## src/rtl/apb_pkg.sv

```systemverilog
// Shared APB controller types: FSM state encoding and pprot bit positions.
package apb_pkg;

  typedef enum logic [1:0] {
    IDLE   = 2'd0,
    SETUP  = 2'd1,
    ACCESS = 2'd2
  } apb_state_t;

  localparam int unsigned PROT_W      = 3;
  localparam int unsigned PROT_PRIV   = 0;
  localparam int unsigned PROT_NONSEC = 1;
  localparam int unsigned PROT_INSTR  = 2;

  // Build a pprot value from its named attribute bits.
  function automatic logic [PROT_W-1:0] make_prot(input logic priv, input logic nonsec,
                                                  input logic instr);
    logic [PROT_W-1:0] p;
    p              = '0;
    p[PROT_PRIV]   = priv;
    p[PROT_NONSEC] = nonsec;
    p[PROT_INSTR]  = instr;
    return p;
  endfunction

endpackage

```

## src/rtl/apb_master_ctrl_if.sv

```systemverilog
// Command, response and APB4 bus signals of the APB master controller.
interface apb_master_ctrl_if
  import apb_pkg::*;
#(
  parameter int unsigned ADDR_W = 32,
  parameter int unsigned DATA_W = 32
);
  localparam int unsigned STRB_W = DATA_W / 8;

  logic              cmd_valid;
  logic              cmd_ready;
  logic              cmd_write;
  logic [ADDR_W-1:0] cmd_addr;
  logic [DATA_W-1:0] cmd_wdata;
  logic [STRB_W-1:0] cmd_strb;
  logic [PROT_W-1:0] cmd_prot;

  logic              rsp_valid;
  logic [DATA_W-1:0] rsp_rdata;
  logic              rsp_err;
  logic              rsp_timeout;

  logic              psel;
  logic              penable;
  logic              pwrite;
  logic [ADDR_W-1:0] paddr;
  logic [DATA_W-1:0] pwdata;
  logic [STRB_W-1:0] pstrb;
  logic [PROT_W-1:0] pprot;
  logic [DATA_W-1:0] prdata;
  logic              pready;
  logic              pslverr;

  modport master (
    input  cmd_valid, cmd_write, cmd_addr, cmd_wdata, cmd_strb, cmd_prot,
    input  prdata, pready, pslverr,
    output cmd_ready, rsp_valid, rsp_rdata, rsp_err, rsp_timeout,
    output psel, penable, pwrite, paddr, pwdata, pstrb, pprot
  );

  modport slave (
    output cmd_valid, cmd_write, cmd_addr, cmd_wdata, cmd_strb, cmd_prot,
    output prdata, pready, pslverr,
    input  cmd_ready, rsp_valid, rsp_rdata, rsp_err, rsp_timeout,
    input  psel, penable, pwrite, paddr, pwdata, pstrb, pprot
  );

endinterface

```

## src/rtl/apb_wait_timer.sv

```systemverilog
// Counts consecutive ACCESS wait cycles; expired flags the cycle whose edge hits TIMEOUT.
module apb_wait_timer #(
  parameter int unsigned TIMEOUT = 16
) (
  input  logic clk,
  input  logic resetn,
  input  logic clear,
  input  logic enable,
  output logic expired
);

  localparam int unsigned CNT_W = (TIMEOUT < 2) ? 1 : $clog2(TIMEOUT + 1);
  localparam logic [CNT_W-1:0] LAST = (TIMEOUT == 0) ? '0 : CNT_W'(TIMEOUT - 1);

  logic [CNT_W-1:0] count;

  // Saturating so a disabled timeout never wraps back into a false match.
  always_ff @(posedge clk or negedge resetn) begin
    if (!resetn) begin
      count <= '0;
    end else if (clear) begin
      count <= '0;
    end else if (enable && (count != '1)) begin
      count <= count + CNT_W'(1);
    end
  end

  assign expired = (TIMEOUT != 0) && enable && (count == LAST);

endmodule

```

## src/rtl/apb_master_ctrl.sv

```systemverilog
// APB4 master: accepts one command at a time, runs SETUP/ACCESS, returns one response.
module apb_master_ctrl
  import apb_pkg::*;
#(
  parameter int unsigned ADDR_W  = 32,
  parameter int unsigned DATA_W  = 32,
  parameter int unsigned TIMEOUT = 16
) (
  input  logic              clk,
  input  logic              resetn,
  apb_master_ctrl_if.master bus
);

  localparam int unsigned STRB_W = DATA_W / 8;

  apb_state_t        state;
  logic              psel_q;
  logic              penable_q;
  logic              pwrite_q;
  logic [ADDR_W-1:0] paddr_q;
  logic [DATA_W-1:0] pwdata_q;
  logic [STRB_W-1:0] pstrb_q;
  logic [PROT_W-1:0] pprot_q;
  logic              rsp_valid_q;
  logic [DATA_W-1:0] rsp_rdata_q;
  logic              rsp_err_q;
  logic              rsp_timeout_q;

  logic timer_clear;
  logic timer_enable;
  logic timer_expired;

  // The counter restarts on every SETUP so each ACCESS phase is timed from zero.
  assign timer_clear  = (state == SETUP);
  assign timer_enable = (state == ACCESS) && !bus.pready;

  apb_wait_timer #(
    .TIMEOUT (TIMEOUT)
  ) u_wait_timer (
    .clk     (clk),
    .resetn  (resetn),
    .clear   (timer_clear),
    .enable  (timer_enable),
    .expired (timer_expired)
  );

  assign bus.cmd_ready = (state == IDLE);

  always_ff @(posedge clk or negedge resetn) begin
    if (!resetn) begin
      state         <= IDLE;
      psel_q        <= 1'b0;
      penable_q     <= 1'b0;
      pwrite_q      <= 1'b0;
      paddr_q       <= '0;
      pwdata_q      <= '0;
      pstrb_q       <= '0;
      pprot_q       <= '0;
      rsp_valid_q   <= 1'b0;
      rsp_rdata_q   <= '0;
      rsp_err_q     <= 1'b0;
      rsp_timeout_q <= 1'b0;
    end else begin
      rsp_valid_q   <= 1'b0;
      rsp_err_q     <= 1'b0;
      rsp_timeout_q <= 1'b0;
      case (state)
        IDLE: begin
          if (bus.cmd_valid) begin
            state    <= SETUP;
            psel_q   <= 1'b1;
            paddr_q  <= bus.cmd_addr;
            pwrite_q <= bus.cmd_write;
            pwdata_q <= bus.cmd_write ? bus.cmd_wdata : '0;
            pstrb_q  <= bus.cmd_write ? bus.cmd_strb : '0;
            pprot_q  <= bus.cmd_prot;
          end
        end
        SETUP: begin
          state     <= ACCESS;
          penable_q <= 1'b1;
        end
        ACCESS: begin
          // Completion wins over an expiry landing on the same edge.
          if (bus.pready) begin
            state       <= IDLE;
            psel_q      <= 1'b0;
            penable_q   <= 1'b0;
            rsp_valid_q <= 1'b1;
            rsp_err_q   <= bus.pslverr;
            rsp_rdata_q <= pwrite_q ? '0 : bus.prdata;
          end else if (timer_expired) begin
            state         <= IDLE;
            psel_q        <= 1'b0;
            penable_q     <= 1'b0;
            rsp_valid_q   <= 1'b1;
            rsp_err_q     <= 1'b1;
            rsp_timeout_q <= 1'b1;
            rsp_rdata_q   <= '0;
          end
        end
        default: begin
          state     <= IDLE;
          psel_q    <= 1'b0;
          penable_q <= 1'b0;
        end
      endcase
    end
  end

  assign bus.psel        = psel_q;
  assign bus.penable     = penable_q;
  assign bus.pwrite      = pwrite_q;
  assign bus.paddr       = paddr_q;
  assign bus.pwdata      = pwdata_q;
  assign bus.pstrb       = pstrb_q;
  assign bus.pprot       = pprot_q;
  assign bus.rsp_valid   = rsp_valid_q;
  assign bus.rsp_rdata   = rsp_rdata_q;
  assign bus.rsp_err     = rsp_err_q;
  assign bus.rsp_timeout = rsp_timeout_q;

endmodule

```

## src/flat_wrapper.sv

```systemverilog
// flat-port wrapper written by rule: the top's interface ports become plain ports
module apb_master_ctrl_flat import apb_pkg::*;
#(
  parameter int unsigned ADDR_W  = 32,
  parameter int unsigned DATA_W  = 32,
  parameter int unsigned TIMEOUT = 16
)
  (clk, resetn, bus_cmd_valid, bus_cmd_write, bus_cmd_addr, bus_cmd_wdata, bus_cmd_strb, bus_cmd_prot, bus_prdata, bus_pready, bus_pslverr, bus_cmd_ready, bus_rsp_valid, bus_rsp_rdata, bus_rsp_err, bus_rsp_timeout, bus_psel, bus_penable, bus_pwrite, bus_paddr, bus_pwdata, bus_pstrb, bus_pprot);
  apb_master_ctrl_if #(.ADDR_W(ADDR_W), .DATA_W(DATA_W)) bus_i ();
  input  logic clk;
  input  logic resetn;
  input wire logic [$bits(bus_i.cmd_valid)-1:0] bus_cmd_valid;
  input wire logic [$bits(bus_i.cmd_write)-1:0] bus_cmd_write;
  input wire logic [$bits(bus_i.cmd_addr)-1:0] bus_cmd_addr;
  input wire logic [$bits(bus_i.cmd_wdata)-1:0] bus_cmd_wdata;
  input wire logic [$bits(bus_i.cmd_strb)-1:0] bus_cmd_strb;
  input wire logic [$bits(bus_i.cmd_prot)-1:0] bus_cmd_prot;
  input wire logic [$bits(bus_i.prdata)-1:0] bus_prdata;
  input wire logic [$bits(bus_i.pready)-1:0] bus_pready;
  input wire logic [$bits(bus_i.pslverr)-1:0] bus_pslverr;
  output wire logic [$bits(bus_i.cmd_ready)-1:0] bus_cmd_ready;
  output wire logic [$bits(bus_i.rsp_valid)-1:0] bus_rsp_valid;
  output wire logic [$bits(bus_i.rsp_rdata)-1:0] bus_rsp_rdata;
  output wire logic [$bits(bus_i.rsp_err)-1:0] bus_rsp_err;
  output wire logic [$bits(bus_i.rsp_timeout)-1:0] bus_rsp_timeout;
  output wire logic [$bits(bus_i.psel)-1:0] bus_psel;
  output wire logic [$bits(bus_i.penable)-1:0] bus_penable;
  output wire logic [$bits(bus_i.pwrite)-1:0] bus_pwrite;
  output wire logic [$bits(bus_i.paddr)-1:0] bus_paddr;
  output wire logic [$bits(bus_i.pwdata)-1:0] bus_pwdata;
  output wire logic [$bits(bus_i.pstrb)-1:0] bus_pstrb;
  output wire logic [$bits(bus_i.pprot)-1:0] bus_pprot;
  assign bus_i.cmd_valid = bus_cmd_valid;
  assign bus_i.cmd_write = bus_cmd_write;
  assign bus_i.cmd_addr = bus_cmd_addr;
  assign bus_i.cmd_wdata = bus_cmd_wdata;
  assign bus_i.cmd_strb = bus_cmd_strb;
  assign bus_i.cmd_prot = bus_cmd_prot;
  assign bus_i.prdata = bus_prdata;
  assign bus_i.pready = bus_pready;
  assign bus_i.pslverr = bus_pslverr;
  assign bus_cmd_ready = bus_i.cmd_ready;
  assign bus_rsp_valid = bus_i.rsp_valid;
  assign bus_rsp_rdata = bus_i.rsp_rdata;
  assign bus_rsp_err = bus_i.rsp_err;
  assign bus_rsp_timeout = bus_i.rsp_timeout;
  assign bus_psel = bus_i.psel;
  assign bus_penable = bus_i.penable;
  assign bus_pwrite = bus_i.pwrite;
  assign bus_paddr = bus_i.paddr;
  assign bus_pwdata = bus_i.pwdata;
  assign bus_pstrb = bus_i.pstrb;
  assign bus_pprot = bus_i.pprot;
  apb_master_ctrl #(.ADDR_W(ADDR_W), .DATA_W(DATA_W), .TIMEOUT(TIMEOUT)) u_core (.clk(clk), .resetn(resetn), .bus(bus_i));
endmodule
```

## config.mk

```make
export PLATFORM = sky130hd
export DESIGN_NAME = apb_master_ctrl_flat
export DESIGN_NICKNAME = d
export VERILOG_FILES = /design/src/rtl/apb_pkg.sv /design/src/rtl/apb_master_ctrl_if.sv /design/src/rtl/apb_wait_timer.sv /design/src/rtl/apb_master_ctrl.sv /design/src/flat_wrapper.sv
export SDC_FILE = /design/constraint.sdc
export NUM_CORES = 1
export LEC_CHECK = 0
export CAP_MARGIN = 10
export CORE_ASPECT_RATIO = 0.9
export CORE_MARGIN = 5
export CORE_UTILIZATION = 60
export CTS_CLUSTER_SIZE = 40
export DETAILED_ROUTE_END_ITERATION = 8
export DONT_BUFFER_PORTS = 1
export PLACE_DENSITY = 0.76
export SYNTH_ARGS = -nofsm -noshare
export SYNTH_HDL_FRONTEND = slang
export SYNTH_SLANG_ARGS = --single-unit
export TNS_END_PERCENT = 5
```

## constraint.sdc

```tcl
create_clock -name clk -period 2.5 [get_ports clk]
set_input_delay 0.5 -clock clk [delete_from_list [all_inputs] [get_ports clk]]
set_output_delay 0.5 -clock clk [all_outputs]
set_load 0.02 [all_outputs]
```

### Power grid, run 1

Pins as bars on the die edge. Tap cells in gray.
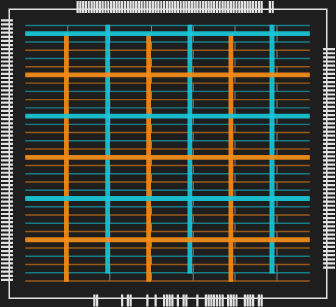
VDD: drawn in cyan. VSS: drawn in orange.
6 straps on met5. 99 tap cells. 219 signal pins sit on the boundary. 32 met1 rails follow the rows. 6 straps on met4.
Die Y: 94.9 µm
Core ar.: 7910 µm²
worst vdd ir: 696 µV
die width: 104 µm

### Placed cells, one color a class, run 1

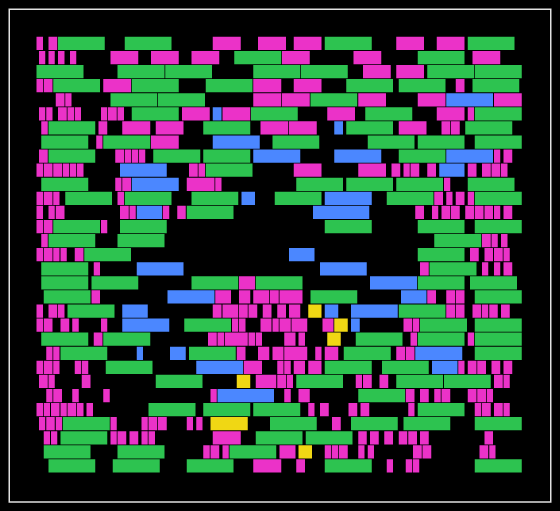
remaining buffers and delay cells: drawn in yellow, cells 6, share of their area 1.1%. combinational and other logic: drawn in magenta, cells 290, share of their area 33%. clock drivers and dummy loads: drawn in blue, cells 31, share of their area 11%. sequential cells: drawn in green, cells 116, share of their area 55%.
fraction of area in registers: 53.7%
post-layout util: 68.3%
FP Rows: 31

### Routed clock nets over the placement, run 1

The bar under the picture is 20 µm long.
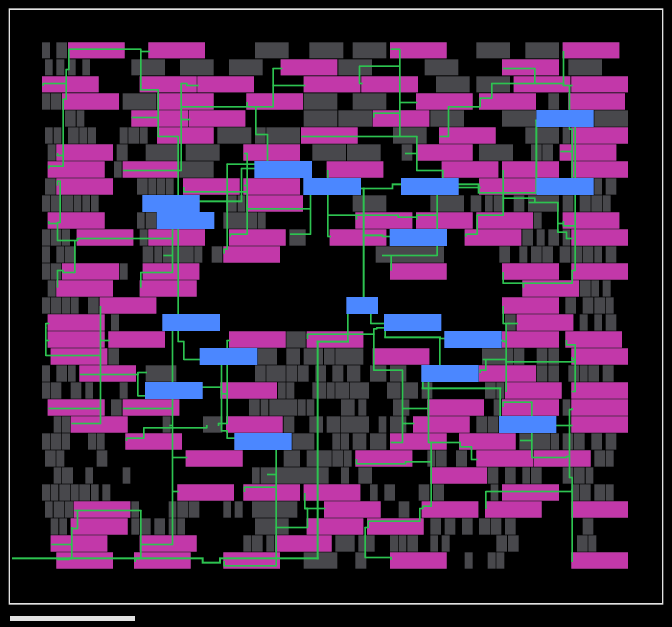
clock drivers: drawn in blue, count 17. clock wires: drawn in green, length 1360 µm. flip-flops: drawn in magenta, count 116.
Position of the flops: spread over the die.
clk_skew: 6.69 ps
share of power burned in the clock network: 27.9%
clk ins delay skew pair: 490 ps

==> reports/qor.txt, run 1 <==
Max-area cell share: 60.5%
syn_nets: 550
clk cell area share: 10.8%
total die size: 9890 µm²
synthesized area per cell: 11.0 µm²
Tool Warnings: 33
dominant cell type by area after synthesis: dfrtp_1
H-tree depth: 4
Req. time, crit path: 2890 ps
Place WS: 612 ps
Max-cap violations: 0
Cell Chain, Critical Path: ha_1, and3_1, ha_1, nor2_1, buf_4, o21ai_0, o21ai_0
number of global-route vias before repair: 3163
Synth Cell Area: 4800 µm²
Final Max Slew Viols: 0
wire per inst: 19.8 µm
Top cells excl fill/tap: dfrtp_1, nand2_1, o21ai_0
flop count: 116
Async S/R FF share, synth: 100%
placed cell count: 511
slew margin rel.: 65.8%
post_cts resized: 0
CTS tree: done
Tap Cells: 99
Vias: 3145
Seq share, synth: 60.5%
Boundary Pins: 219
clk sinks: 116
Comb gates: 282
Syn-to-layout area delta: 12.6%
largest net degree at the start of global routing: 117
Init Core Util: 60.7%
Diodes inserted: 0
final setup vio count: 0
nets: 543
Top Metal Used: met4
grt ovf: 0
Post-CTS Setup Inserts: 0
initial antenna violation count: 0
share of cells above drive strength 1: 16.7%
Min-Delay Path Class: in2async
Commonest flop: dfrtp_1
DRC violations left: 0
first-pass GRT wire length: 17.0 mm
Crit Path Class: reg2reg
YS chip area: 4800 µm²
simple share: 10.8%
Cell area leaders: dfrtp_1, mux2_4, o21ai_0
failing checks: hold timing
count of library flops with an enable pin: 0
DR WL met3: 1.32 mm
Leak: 0.00256 µW
Synth top cells by count: dfrtp_1, nand2_1, o21ai_0
most frequent logic cell in the layout: dfrtp_1
Non-clock buffer share: 1.06%
Dominant comb cell: AND-OR/OR-AND gates
gr usage total: 21.7%
Yosys warning count: 0
Reg area: 2900 µm²
Final ANT Viol Nets: 0
Slew @ Worst Pin: 513 ps
XOR Share, Synth: 0.182%
status: complete, but fails checks
fillcell total: 590
crit end category: flip-flop
number of DRC markers in iteration 0: 137
count of state elements after synthesis: 116
Final Hold Fails: 116
PnR worst setup slack: 567 ps
Synth cell types: 30
Signal buffers: 6
Setup TNS Final: 0 ps
Worst-path clk slew: 60 ps
CP max FO: 34
top-count cell post-synth: dfrtp_1
slowest stage cell on the critical path: dfrtp_1
top cell category: flip-flops and latches
RSZ-0062 raised after global routing: no
clk_buf instances: 23
Inverters: 8
logic share of the area: 31.6%
max incr delay on CP: 410 ps
HPWL Detailed: 7.41 mm
placer congestion estimate: 0.779
met2 WL post-DR: 5.38 mm
Overall Power: 8360 µW
CTS root buf: clkbuf_8
kind of start point of the critical path: flip-flop
Period minus WS final: 1930 ps
AND-OR/OR-AND share of the synthesized area: 12.4%
Arrival @ worst endpoint: 2330 ps
maximum clock path buffer count: 2
Max Clock Freq: 517 MHz
DRT Wirelength: 10.7 mm
Syn Inst Count: 438
yosys stat cell total: 438
logic area: 1710 µm²
Post-Layout Cell Count: 542
yosys adder share: 0.782%
I/O Buffers: 0
clock buffer count from CTS: 17
pwr dens: 1550 nW/µm²
Detailed Routing Iterations Pass 1: 4
DR vias/cell: 5.80
Final period util: 77.3%
met1 wire length: 3.93 mm
Hold WS: -295 ps
MUX share of area: 11.3%
==> run 1: worst paths after layout <==
check	slack, ps	startpoint	to	cells past startpoint
min in group clk	80	bus_pready	u_core.bus.rsp_timeout	1
setup / recovery	570	u_core.u_wait_timer.count[0]	u_core.bus.rsp_rdata[6]	7
setup reg to reg	570	u_core.u_wait_timer.count[0]	u_core.bus.rsp_rdata[6]	7
hold / removal	-290	resetn	u_core.bus.paddr[4]	0
max in group asynchronous	2590	resetn	u_core.bus.rsp_rdata[14]	0
hold reg to reg	550	u_core.u_wait_timer.count[4]	u_core.u_wait_timer.count[4]	1
==> run 1: report_power, final <==
part           switching (µW)  total (µW)  internal [µW]
logic                     760        1560            798
registers                1740        4470           2730
clock network             791        2330           1540
total                    3290        8360           5070
==> run 1: flip-flops by register name, summed over array words and instances, names as in the netlist <==
signal / flops
u_core.bus.paddr: 32
u_core.bus.pwdata: 32
u_core.bus.rsp_rdata: 32
u_core.u_wait_timer.count: 5
u_core.bus.pstrb: 4
u_core.bus.pprot: 3
u_core.state: 2
u_core.bus.penable: 1
u_core.bus.psel: 1
u_core.bus.pwrite: 1
u_core.bus.rsp_err: 1
u_core.bus.rsp_timeout: 1
u_core.bus.rsp_valid: 1
==> run 1: worst max-delay path: cells and delay by family, from the launching register on <==
kind	cells	cell delay, ps
fa+ha+maj	2	440
buf+inv	1	310
flops	1	410
compound gates	2	330
simple gates	2	330
==> run 1: metrics by stage <==
stage                     hold slack (ps)  area, µm²
after floorplan                       204       4800
after global placement                207       4820
after detailed placement              208       4820
after CTS                            -321       5410
after global routing                 -333       5410
final                                -295       5410
==> run 1: layer usage <==
metal	vias to the layer above	GRT usage, %
met2	166	34.2
li1	1449	-
met4	0	6.58
met1	1521	26.3
met3	9	10.8
met5	-	0
==> run 2: changes to the inputs <==
- clock period: 2.5 -> 1.9 ns (I/O delays scaled with it)
### Placed cells, one color a class, run 2

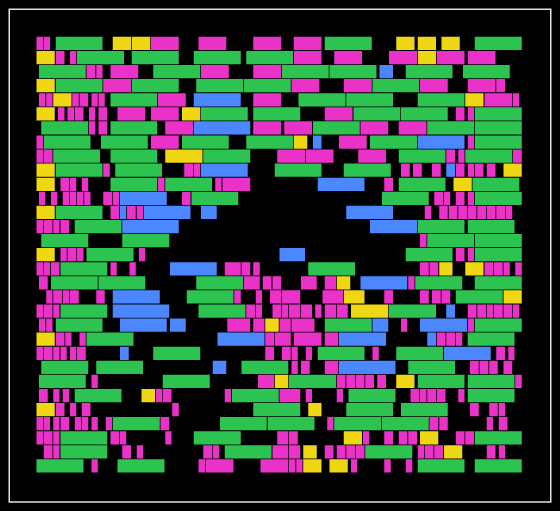
Final Cell Area: 5770 µm²
post-layout util: 72.9%
fraction of area in registers: 50.3%

### Routing congestion map, run 2

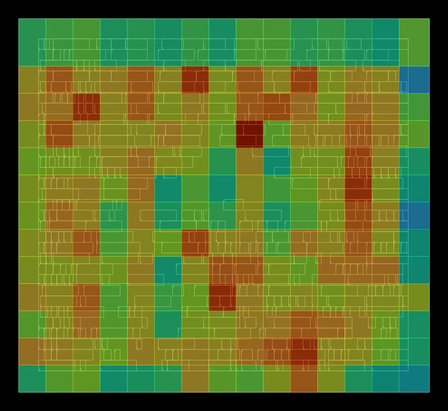
grt met2 use: 38.7%
gr usage total: 23.0%
wire per inst: 20.3 µm
busiest metal layer after global routing: met2

==> run 2 against run 1 <==
The run still ends with hold timing left. Combinational power increased by 41%. Clock skew up 5.9 ps. Non-clock buffer count increased by 33. Core utilization is 4.6 points higher. Worst hold slack got worse by 120 ps. Wire length is 9.2% higher. Count of clock-buffer cells in the layout decreased by 5. Clock power grew 38%. Register-to-register slack worse by 500 ps. Via count up 6.4%. Sequential cell count stayed put. Highest routed layer unchanged.
==> reports/qor.txt, run 2 <==
Top pwr grp: sequential cells
Core ar.: 7910 µm²
CTS root buf: clkbuf_8
share of cells above drive strength 1: 17.2%
dominant cell type by area after synthesis: dfrtp_1
Max Clock Freq: 547 MHz
Cell area leaders: dfrtp_1, mux2_4, o21ai_0
Post-CTS Setup Inserts: 0
Comb power frac: 19.5%
logic area: 1720 µm²
Arrival @ worst endpoint: 2250 ps
largest net degree at the start of global routing: 117
crit end category: flip-flop
Cell Chain, Critical Path: ha_1, and3_1, ha_1, or3_1, o21ai_0, a22o_1
Period minus WS final: 1830 ps
logic depth of the worst setup path including buffers: 6
NetSw: 4440 µW
clock buffer count from CTS: 17
worst vdd ir: 1040 µV
YS chip area: 4800 µm²
Boundary Pins: 219
kind of start point of the critical path: flip-flop
Crit Path Class: reg2reg
clk ins delay skew pair: 500 ps
sequential fraction of design power: 52.0%
Seq share, synth: 60.5%
DRT Wirelength: 11.7 mm
HPWL Detailed: 7.56 mm
clk sinks: 116
Internal Power: 6840 µW
Setup TNS Final: 0 ps
Syn-to-layout area delta: 20.1%
fillcell total: 508
DP Area: 4860 µm²
Synth cell types: 30
Final Hold Fails: 116
DR vias/cell: 5.81
Hold WS: -420 ps
first-pass GRT wire length: 17.9 mm
Synth Cell Area: 4800 µm²
die width: 104 µm
count of library flops with an enable pin: 0
reg2reg path depth: 6
CTS tree: done
number of DRC markers in iteration 0: 184
total die size: 9890 µm²
Slew @ Worst Pin: 374 ps
failing checks: hold timing
number of global-route vias before repair: 3358
DRC violations left: 0
grt ovf: 0
Final ANT Viol Nets: 0
Final Max Slew Viols: 0
FP Rows: 31
Final period util: 96.2%
Die Y: 94.9 µm
Top cells excl fill/tap: dfrtp_1, nand2_1, o21ai_0
Syn Inst Count: 438
Post-Layout Cell Count: 576
Diodes inserted: 0
slew margin rel.: 75.0%
Max-area cell share: 60.5%
Detailed Routing Iterations Pass 1: 4
max incr delay on CP: 410 ps
status: complete, but fails checks
[run 2: kinds of logic (layout without fill, tap and decap cells)]
group / count (synthesis) / after routing / synth area share (%)
compound gates: 115 / 115 / 12.4
simple gates: 127 / 127 / 10.8
xor+xnor: 1 / 1 / 0.182
mux: 36 / 36 / 11.3
fa+ha+maj: 3 / 3 / 0.782
flops: 116 / 116 / 60.5
buf+inv: 40 / 79 / 4.12
[run 2: routing by layer]
metal | global-route usage [%] | up-vias | part of all wire, %
met2 | 38.7 | 180 | 51
met1 | 26.0 | 1631 | 36
li1 | - | 1522 | -
met5 | 0 | - | 0
met4 | 6.58 | 0 | 1.2
met3 | 11.5 | 12 | 12
[run 2: timing repair]
| item | 4_1_cts | 5_1_grt |
|---|---|---|
| hold buffers | 18 | 10 |
| endpoints found under the hold margin | 135 | 126 |
| setup endpoints to repair | 0 | 33 |
| resized | 0 | 7 |
[run 2: path summary, 6_finish.rpt]
| kind | slack (ps) | endpoint | from |
|---|---|---|---|
| setup reg to reg | 70 | u_core.u_wait_timer.count[0] | u_core.u_wait_timer.count[0] |
| hold reg to reg | 550 | u_core.u_wait_timer.count[4] | u_core.u_wait_timer.count[4] |
| min in group clk | 30 | u_core.bus.rsp_rdata[13] | bus_prdata[13] |
| hold / removal | -420 | u_core.bus.paddr[0] | resetn |
| max in group asynchronous | 2180 | u_core.bus.rsp_timeout | resetn |
| setup / recovery | 70 | u_core.u_wait_timer.count[0] | u_core.u_wait_timer.count[0] |
[run 2: area by class of cell]
cell class                 count  share of cell area (%)
tap                           99                    2.15
timing repair buffer          39                    6.79
inverter                       8                   0.521
clock buffer                  18                    7.25
sequential                   116                    50.3
multi-input combinational    282                    29.7
clock inverter                14                    3.23
==> run 3: changes to the inputs <==
- ABC_CLOCK_PERIOD_IN_PS: not set -> 1900
- CORE_UTILIZATION: 60 -> 55
- GPL_ROUTABILITY_DRIVEN: not set -> 1
- PLACE_DENSITY: 0.76 -> 0.7
### Placed cells, one color a class, run 3

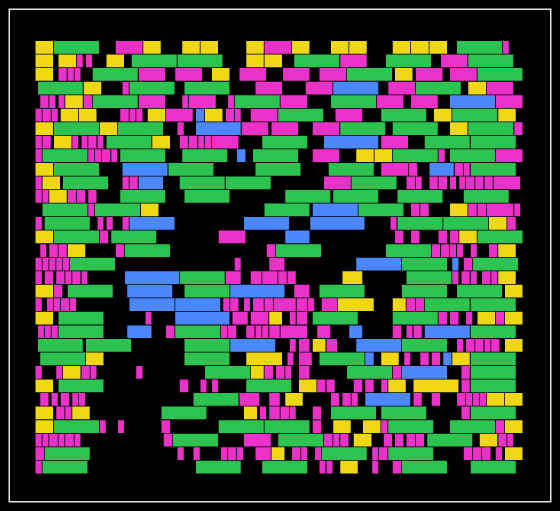
clock drivers and dummy loads: drawn in blue, cells 31, share of their area 10%. combinational and other logic: drawn in magenta, cells 290, share of their area 28%. sequential cells: drawn in green, cells 116, share of their area 47%. remaining buffers and delay cells: drawn in yellow, cells 82, share of their area 14%.
Core ar.: 8530 µm²
FP Rows: 32
fraction of area in registers: 46.3%
Final Cell Area: 6280 µm²
post-layout util: 73.6%

### Routing congestion map, run 3

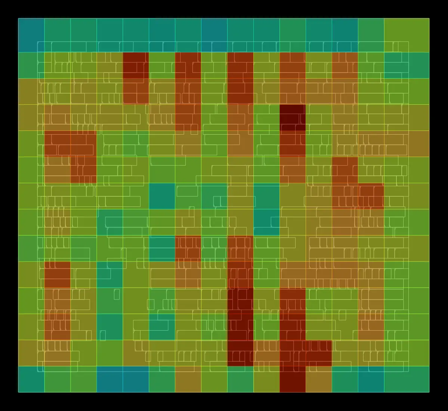
wire per inst: 20.2 µm
grt met3 use: 11.3%
grt met2 use: 41.0%
gr usage total: 23.7%

==> run 3 against run 2 <==
The run still ends with hold timing left. Critical path depth is 1 higher. Global-route usage is 0.77 points higher. Clock skew is 6.0 ps lower. Die area is 8.2% higher. Core utilization is 0.69 points higher. Synthesized cell count stayed put. First-iteration DRC count is 32% higher. Non-clock buffer count is 43 higher. Setup slack better by 46 ps. Fmax is 2.6% higher. Critical path type unchanged. Largest power group unchanged.
==> reports/qor.txt, run 3 <==
status: complete, but fails checks
failing checks: hold timing
Leak: 0.00291 µW
Critical Path End: u_core.bus.rsp_rdata[13]
number of DRC markers in iteration 0: 243
Top cells excl fill/tap: dfrtp_1, nand2_1, o21ai_0
slew margin rel.: 63.8%
nets: 619
Synth cell types: 30
Final Hold Fails: 116
grt ovf: 0
Slew @ Worst Pin: 543 ps
Max-cap violations: 0
initial antenna violation count: 0
Max Clock Freq: 561 MHz
Yosys warning count: 0
crit path from: u_core.u_wait_timer.count[0]
Hold WS: -427 ps
Min-Delay Path Class: in2async
PnR worst setup slack: 117 ps
Die Y: 98.6 µm
Comb power frac: 19.9%
DRT Wirelength: 12.9 mm
DRC violations left: 0
Vias: 3527
die width: 108 µm
clk ins delay skew pair: 500 ps
Detailed Routing Iterations Pass 1: 6
maximum clock path buffer count: 2
Overall Power: 11600 µW
top-count cell post-synth: dfrtp_1
Async S/R FF share, synth: 100%
CP max FO: 17
Req. time, crit path: 2310 ps
syn_nets: 550
final setup vio count: 0
YS chip area: 4800 µm²
Final period util: 93.8%
Net Sw Frac: 38.5%
Internal Power: 7140 µW
clock buffer count from CTS: 17
reg2reg path depth: 7
count of library flops with an enable pin: 0
NetSw: 4480 µW
RR Startpoint: u_core.u_wait_timer.count[0]
RSZ-0062 raised after global routing: no
dominant cell type by area after synthesis: dfrtp_1
pwr dens: 1850 nW/µm²
sequential fraction of design power: 50.8%
crit end category: flip-flop
H-tree depth: 4
CTS tree: done
Tool Warnings: 33
Period minus WS final: 1780 ps
Post-CTS Setup Inserts: 0
Commonest flop: dfrtp_1
Cell area leaders: dfrtp_1, mux2_4, o21ai_0
Max-area cell share: 60.5%
Final Max Slew Viols: 0
Worst-path clk slew: 60 ps
Seq share, synth: 60.5%
Crit Path Class: reg2reg
clk sinks: 116
Boundary Pins: 219
Init Core Util: 56.3%
HPWL Detailed: 7.72 mm
RR Endpoint: u_core.bus.rsp_rdata[13]
first-pass GRT wire length: 19.5 mm
DR vias/cell: 5.53
Syn-to-layout area delta: 30.7%
I/O Buffers: 0
Place WS: 29.5 ps
Synth Cell Area: 4800 µm²
kind of start point of the critical path: flip-flop
placed cell count: 533
Syn Inst Count: 438
Arrival @ worst endpoint: 2190 ps
placer congestion estimate: 0.747
Post-Layout Cell Count: 638
share of cells above drive strength 1: 15.8%
total die size: 10700 µm²
DP Area: 4870 µm²
synthesized area per cell: 11.0 µm²
number of global-route vias before repair: 3655
Synth top cells by count: dfrtp_1, nand2_1, o21ai_0
reg-to-reg slack, setup: 120 ps
CTS root buf: clkbuf_8
Setup TNS Final: 0 ps
count of state elements after synthesis: 116
most frequent logic cell in the layout: dfrtp_1
share of power burned in the clock network: 29.3%
Diodes inserted: 0
yosys stat cell total: 438
worst vdd ir: 930 µV
largest net degree at the start of global routing: 117
Final ANT Viol Nets: 0
clk_skew: 6.58 ps
run 3: timing repair:
action	CTS	global route
resized	0	10
endpoints found under the setup margin	0	35
hold buffers	63	9
hold endpoints to repair	169	125
run 3: worst min path at each step:
stage                start                   to  slack [ps]
floorplan           resetn  u_core.bus.paddr[0]          80
global placement    resetn  u_core.bus.paddr[0]          90
detailed placement  resetn  u_core.bus.paddr[0]          90
CTS                 resetn  u_core.bus.paddr[0]        -460
global route        resetn  u_core.bus.paddr[0]        -450
finish              resetn  u_core.bus.paddr[0]        -430
run 3: layout make-up:
cell class,count,area (µm²)
flip-flops and latches,116,2900
clock inverters,10,178
inverters,8,30.0
fillers,559,2250
clock buffers,21,459
well taps,119,149
repair buffers,82,842
multi-input cells,282,1720
run 3: logic make-up (layout without fill, tap and decap cells):
kind of cell             count (synthesis)  count (layout)  share of synthesized area (%)
multiplexers                            36              36                           11.3
XOR/XNOR                                 1               1                          0.182
flip-flops                             116             116                           60.5
AND-OR/OR-AND                          115             115                           12.4
AND/OR/NAND/NOR                        127             127                           10.8
adder cells (fa/ha/maj)                  3               3                          0.782
buffers and inverters                   40             121                           4.12
run 3: power groups by stage:
stage	Clock (µW)	Sequential, µW	Combinational [µW]
3_3_place_gp	0	5900	2000
6_report	3410	5900	2310
5_1_grt	3570	6040	2540
4_1_cts	3450	5910	2230
3_5_place_dp	0	5930	2120
2_1_floorplan	0	5560	1830
run 3: routing by layer:
layer / vias up / wire length, µm / track usage [%]
li1: 1608 / - / -
met1: 1712 / 4620 / 25.5
met2: 188 / 6710 / 41.0
met3: 19 / 1370 / 11.3
met4: 0 / 194 / 7.67
met5: - / 0 / 0
run 3: critical path: stages, from the launching register on:
cell     delay (ps)
dfrtp_1         410
ha_2            220
and3_1          190
ha_2            210
nor2_2           60
or2_4           280
buf_12          160
o21ai_0         180
Power is estimated from default activity; no workload was simulated.
